===== src/rtl/alu_exec_unit.sv =====
// Execute stage of the single-cycle MIPS datapath: ALU-control decode, 32-bit ALU
// and branch AND gate, with every output registered for one clock of latency.
module alu_exec_unit #(
    parameter int WIDTH = 32
) (
    input  logic             clk,
    input  logic             rst,
    input  logic             in_valid,
    input  logic [1:0]       alu_op,
    input  logic [5:0]       funct,
    input  logic [4:0]       shamt,
    input  logic [WIDTH-1:0] a,
    input  logic [WIDTH-1:0] b,
    input  logic             branch,
    output logic             out_valid,
    output logic [3:0]       alu_ctl,
    output logic [WIDTH-1:0] result,
    output logic             zero,
    output logic             overflow,
    output logic             illegal,
    output logic             branch_taken
);

    localparam logic [3:0] CTL_AND  = 4'b0000;
    localparam logic [3:0] CTL_OR   = 4'b0001;
    localparam logic [3:0] CTL_ADD  = 4'b0010;
    localparam logic [3:0] CTL_SLL  = 4'b0011;
    localparam logic [3:0] CTL_SRL  = 4'b0100;
    localparam logic [3:0] CTL_SRA  = 4'b0101;
    localparam logic [3:0] CTL_SUB  = 4'b0110;
    localparam logic [3:0] CTL_SLT  = 4'b0111;
    localparam logic [3:0] CTL_SLTU = 4'b1000;
    localparam logic [3:0] CTL_NOR  = 4'b1100;
    localparam logic [3:0] CTL_XOR  = 4'b1101;
    localparam logic [3:0] CTL_ILL  = 4'b1111;

    logic [3:0]       ctl_next;
    logic             illegal_next;
    logic [WIDTH-1:0] sum;
    logic [WIDTH-1:0] diff;
    logic             add_ovf;
    logic             sub_ovf;
    logic             lt_signed;
    logic             lt_unsigned;
    logic [WIDTH-1:0] result_next;
    logic             overflow_next;
    logic             zero_next;

    always_comb begin
        ctl_next     = CTL_ADD;
        illegal_next = 1'b0;
        case (alu_op)
            2'b00: ctl_next = CTL_ADD;
            2'b01: ctl_next = CTL_SUB;
            2'b11: ctl_next = CTL_SLT;
            2'b10: begin
                case (funct)
                    6'b100000, 6'b100001: ctl_next = CTL_ADD;
                    6'b100010, 6'b100011: ctl_next = CTL_SUB;
                    6'b100100: ctl_next = CTL_AND;
                    6'b100101: ctl_next = CTL_OR;
                    6'b100110: ctl_next = CTL_XOR;
                    6'b100111: ctl_next = CTL_NOR;
                    6'b101010: ctl_next = CTL_SLT;
                    6'b101011: ctl_next = CTL_SLTU;
                    6'b000000: ctl_next = CTL_SLL;
                    6'b000010: ctl_next = CTL_SRL;
                    6'b000011: ctl_next = CTL_SRA;
                    default: begin
                        ctl_next     = CTL_ILL;
                        illegal_next = 1'b1;
                    end
                endcase
            end
            default: ctl_next = CTL_ADD;
        endcase
    end

    assign sum         = a + b;
    assign diff        = a - b;
    assign add_ovf     = (a[WIDTH-1] == b[WIDTH-1]) && (sum[WIDTH-1] != a[WIDTH-1]);
    assign sub_ovf     = (a[WIDTH-1] != b[WIDTH-1]) && (diff[WIDTH-1] != a[WIDTH-1]);
    assign lt_signed   = $signed(a) < $signed(b);
    assign lt_unsigned = a < b;

    // Shifts operate on b only; a is the rs field, which shift instructions don't use.
    always_comb begin
        result_next   = '0;
        overflow_next = 1'b0;
        case (ctl_next)
            CTL_ADD: begin
                result_next   = sum;
                overflow_next = add_ovf;
            end
            CTL_SUB: begin
                result_next   = diff;
                overflow_next = sub_ovf;
            end
            CTL_AND:  result_next = a & b;
            CTL_OR:   result_next = a | b;
            CTL_XOR:  result_next = a ^ b;
            CTL_NOR:  result_next = ~(a | b);
            CTL_SLT:  result_next = {{(WIDTH-1){1'b0}}, lt_signed};
            CTL_SLTU: result_next = {{(WIDTH-1){1'b0}}, lt_unsigned};
            CTL_SLL:  result_next = b << shamt;
            CTL_SRL:  result_next = b >> shamt;
            CTL_SRA:  result_next = $signed(b) >>> shamt;
            default:  result_next = '0;
        endcase
    end

    assign zero_next = (result_next == '0);

    always_ff @(posedge clk) begin
        if (!rst) begin
            out_valid    <= 1'b0;
            alu_ctl      <= 4'b0000;
            result       <= '0;
            zero         <= 1'b0;
            overflow     <= 1'b0;
            illegal      <= 1'b0;
            branch_taken <= 1'b0;
        end else begin
            out_valid <= in_valid;
            if (in_valid) begin
                alu_ctl      <= ctl_next;
                result       <= result_next;
                zero         <= zero_next;
                overflow     <= overflow_next;
                illegal      <= illegal_next;
                branch_taken <= branch & zero_next;
            end
        end
    end

endmodule


===== config.mk =====
export PLATFORM = sky130hd
export DESIGN_NAME = alu_exec_unit
export DESIGN_NICKNAME = d
export VERILOG_FILES = /design/src/rtl/alu_exec_unit.sv
export SDC_FILE = /design/constraint.sdc
export NUM_CORES = 1
export LEC_CHECK = 0
export ABC_CLOCK_PERIOD_IN_PS = 4900
export CORE_ASPECT_RATIO = 0.9
export CORE_MARGIN = 5
export CORE_UTILIZATION = 50
export CTS_BUF_LIST = sky130_fd_sc_hd__clkbuf_8
export DETAILED_ROUTE_END_ITERATION = 16
export MAX_ROUTING_LAYER = met4
export PLACE_DENSITY = 0.81
export REMOVE_ABC_BUFFERS = 1
export SLEW_MARGIN = 20
export SYNTH_ARGS = -nofsm -noshare
export SYNTH_HDL_FRONTEND = slang
export SYNTH_SLANG_ARGS = --single-unit

===== constraint.sdc =====
create_clock -name clk -period 4.9 [get_ports clk]
set_clock_uncertainty 0.15 [all_clocks]
set_input_delay 0.735 -clock clk [delete_from_list [all_inputs] [get_ports clk]]
set_output_delay 0.735 -clock clk [all_outputs]
set_load 0.01 [all_outputs]

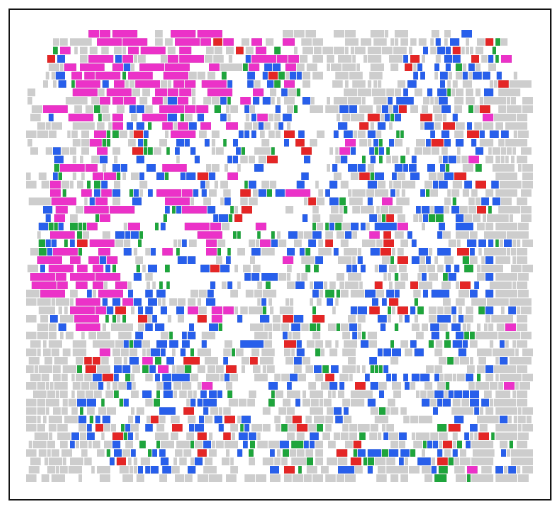
Figure 1: selected gate families.
legend:
  nand cells:
    colour: green
    cells: 188
    most_used: nand2_1
    where: spread over the die
  mux cells:
    colour: magenta
    cells: 154
    most_used: mux2i_1
  aoi and oai cells:
    colour: blue
    cells: 475
    most_used: a21oi_1
    where: spread over the die
  non-inverting ao/oa cells:
    colour: red
    cells: 83
    most_used: a21o_1
    where: spread over the die

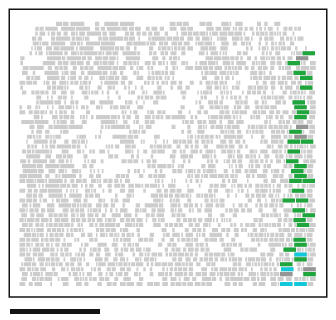
Figure 2: where the registers sit.
Bar = 50 um. Other sequential cells in the stronger grey, the rest of the logic in the fainter grey.
legend:
  result:
    colour: green
    flops: 32
  alu_ctl:
    colour: cyan
    flops: 4
    where: south-east

==> impl_metrics.tcl <==
# collected from the flow reports
set metrics [dict create \
    initCoreUtil_pct 50.7 \
    setup_viol 0 \
    cts_sinks 41 \
    top_register "result" \
    routedLengthMet1_um 24800 \
    vias_per_cell 7.00 \
    switchingPower_mw 1.16 \
    worst-path-stages 14 \
    drive_above_1_share_pct 24.9 \
    worst-setup-path-type "input port to flop" \
    clk_share_pct 0.531 \
    die_w_um 175 \
    port_buffers 121 \
    nClkBuffers 5 \
    comb-cell-share_pct 64.1 \
    simple_gate_area_share_pct 21.9 \
    pre_cts_ws_ns -0.445 \
    largest_reg_flops 32 \
    cp_slowest_cell "clkdlybuf4s50_1" \
    antenna_found_initial 2 \
    end_kind "flop" \
    synth-adder-area-share_pct 10.1 \
    seq_area_share_pct 5.05 \
    leakagePower_nw 7.04 \
    most-common-layout-cells "buf_4 (372), nor2_1 (195), a21oi_1 (117)" \
    fillers 2099 \
    post-place-cells 2346 \
    p_per_area_nw_per_um2 149 \
    min_to "branch_taken" \
    regArea_um2 821 \
    finalMaxSlewViolations 0 \
    chip_area_um2 27800 \
    grt_pass1_wl_um 93900 \
    synth_area_leader_cell "ha_1" \
    grt.busiest_layer "met2" \
    period_needed_ns 4.89 \
    mi_logic_area_um2 10400 \
    ys_area_um2 12300 \
    cts_resized 0 \
    finalHoldViolations 0 \
    powerComb_mw 1.83 \
    cp-endpoint "branch_taken" \
    place_area_um2 16100 \
    crit_required_ns 4.98 \
    grt_pass1_vias 14800 \
    largest_class "logic gates" \
    worst-path-max-fanout 11 \
    io_pins 122 \
    hpwl_um 52800 \
    seq_power_mw 0.372 \
    wl_met3_um 9540 \
    fmax_mhz 205 \
    synthTopLogicFamily "AND-OR/OR-AND gates" \
    drtIter0Drc 2804 \
    cts_setup_buffers 1 \
    irDropWorstVdd_v 0.0000927 \
    cp-startpoint "b[22]" \
    ys.flops 41 \
    grt_max_degree 61 \
    nNetsFinal 2225 \
    tap_cells 308 \
    yosysWarnings 0 \
    core-area_um2 24200 \
    cp.arrival_ns 4.97 \
    clk_pin_slew_ns 0.07 \
    rows 54 \
    htreeDepth 2 \
    ys_seq_share_pct 6.69 \
    hold_path_depth 2 \
    syn_area_um2 12300 \
    grt.met3_usage_pct 12.8 \
    synth.area.top_cells "ha_1 (9.8%), mux4_2 (9.7%), mux2i_1 (6.8%), dfxtp_1 (6.7%), nor2_1 (6.0%)" \
    wirelength_um 64800 \
    largest_registers "result: 32 flops, alu_ctl: 4 flops" \
    final_layout_top_logic_cell "buf_4" \
    fin_area_um2 16200 \
    p_int_mw 1.26 \
    top_area_share_pct 9.79 \
    p_comb_share_pct 75.7 \
    ys_sh_mux_pct 18.1 \
    clk_latency_ns 0.30 \
    syn_avg_cell_area_um2 7.25 \
    edf_count 0 \
    pg_clk_mw 0.215 \
    crit_buf_inv 3 \
    crit_chain "clkdlybuf4s50_1 > buf_4 > mux4_2 > mux2i_1 > buf_4 > nor2_1 > a31oi_1 > o21ai_0 > o22ai_1 > o2111ai_1 > nor4_2 > nand4_1 > or4_1 > o21ai_1" \
    flop-count 41 \
    netlist_top_cells_count "nor2_1 (195), a21oi_1 (119), nand2_1 (115)" \
    comb_cells 1390 \
    worstHoldStart "branch_taken" \
    largestPowerGroup "combinational logic" \
    rrSetupSlack_ns 3.92 \
    r2r_cells 2 \
    hold_buffers 0 \
    antenna_left 0 \
    timing.hold.ws_ns 0.313 \
    tightestPinTransition_ns 1.07 \
    synth-xor-area-share_pct 1.78 \
    flop_cell "dfxtp_1" \
    rr_endpoint "result[26]" \
    maxCapViolCount 0 \
    aoi_share_pct 32.1 \
    p_total_mw 2.42 \
    buffer_area_share_pct 25.4 \
    relSlewSlack_pct 28.2 \
    cp_top_family "AND-OR/OR-AND gates" \
    rr_startpoint "result[26]" \
    synth.distinct_cells 93 \
    grt_overflow_total 0 \
    syn_inst 1692 \
    buffers 499 \
    drc_errors 0 \
    antenna_cells 2 \
    fin_ws_ns 0.0119 \
    wl_met2_um 26700 \
    cts_made_buffers 5 \
    most_common_cell "nor2_1" \
    setup.worst_path.start_class "input port" \
    status "finished, final reports clean" \
    clk_path_buf_depth 2 \
    async_flop_share_pct 0 \
    slowest_delay_ns 0.59 \
    sequentialPowerShare_pct 15.4 \
    vias 16500 \
    warnings 89 \
    swShare_pct 47.8 \
    fin_crit_sh_pct 99.8 \
    drt_pass1_iterations 6 \
    cp_common_cell "buf_4" \
    hold_path.class "flop to flop" \
    top_layer "met4" \
    clkPwrFrac_pct 8.9 \
]
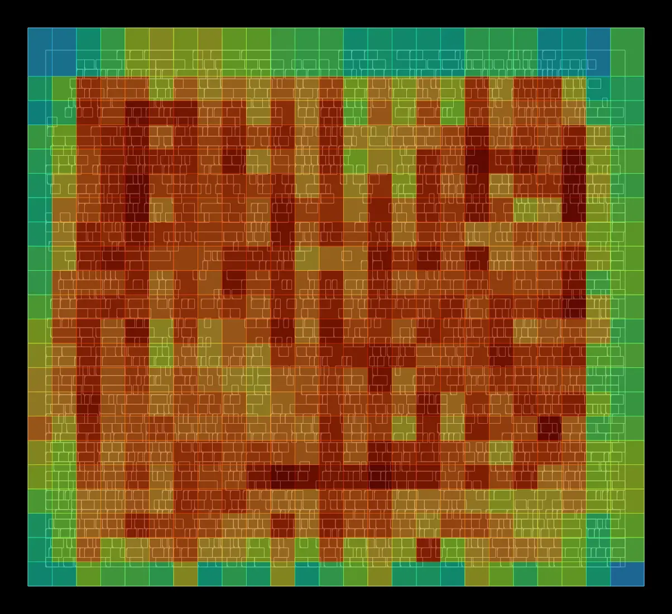
Figure 3: routing congestion.
WL/cell: 27.5 um
Global Route met1 Usage: 59.5%
Finished Core Util: 67.2%
global routing usage on met2: 66.7%

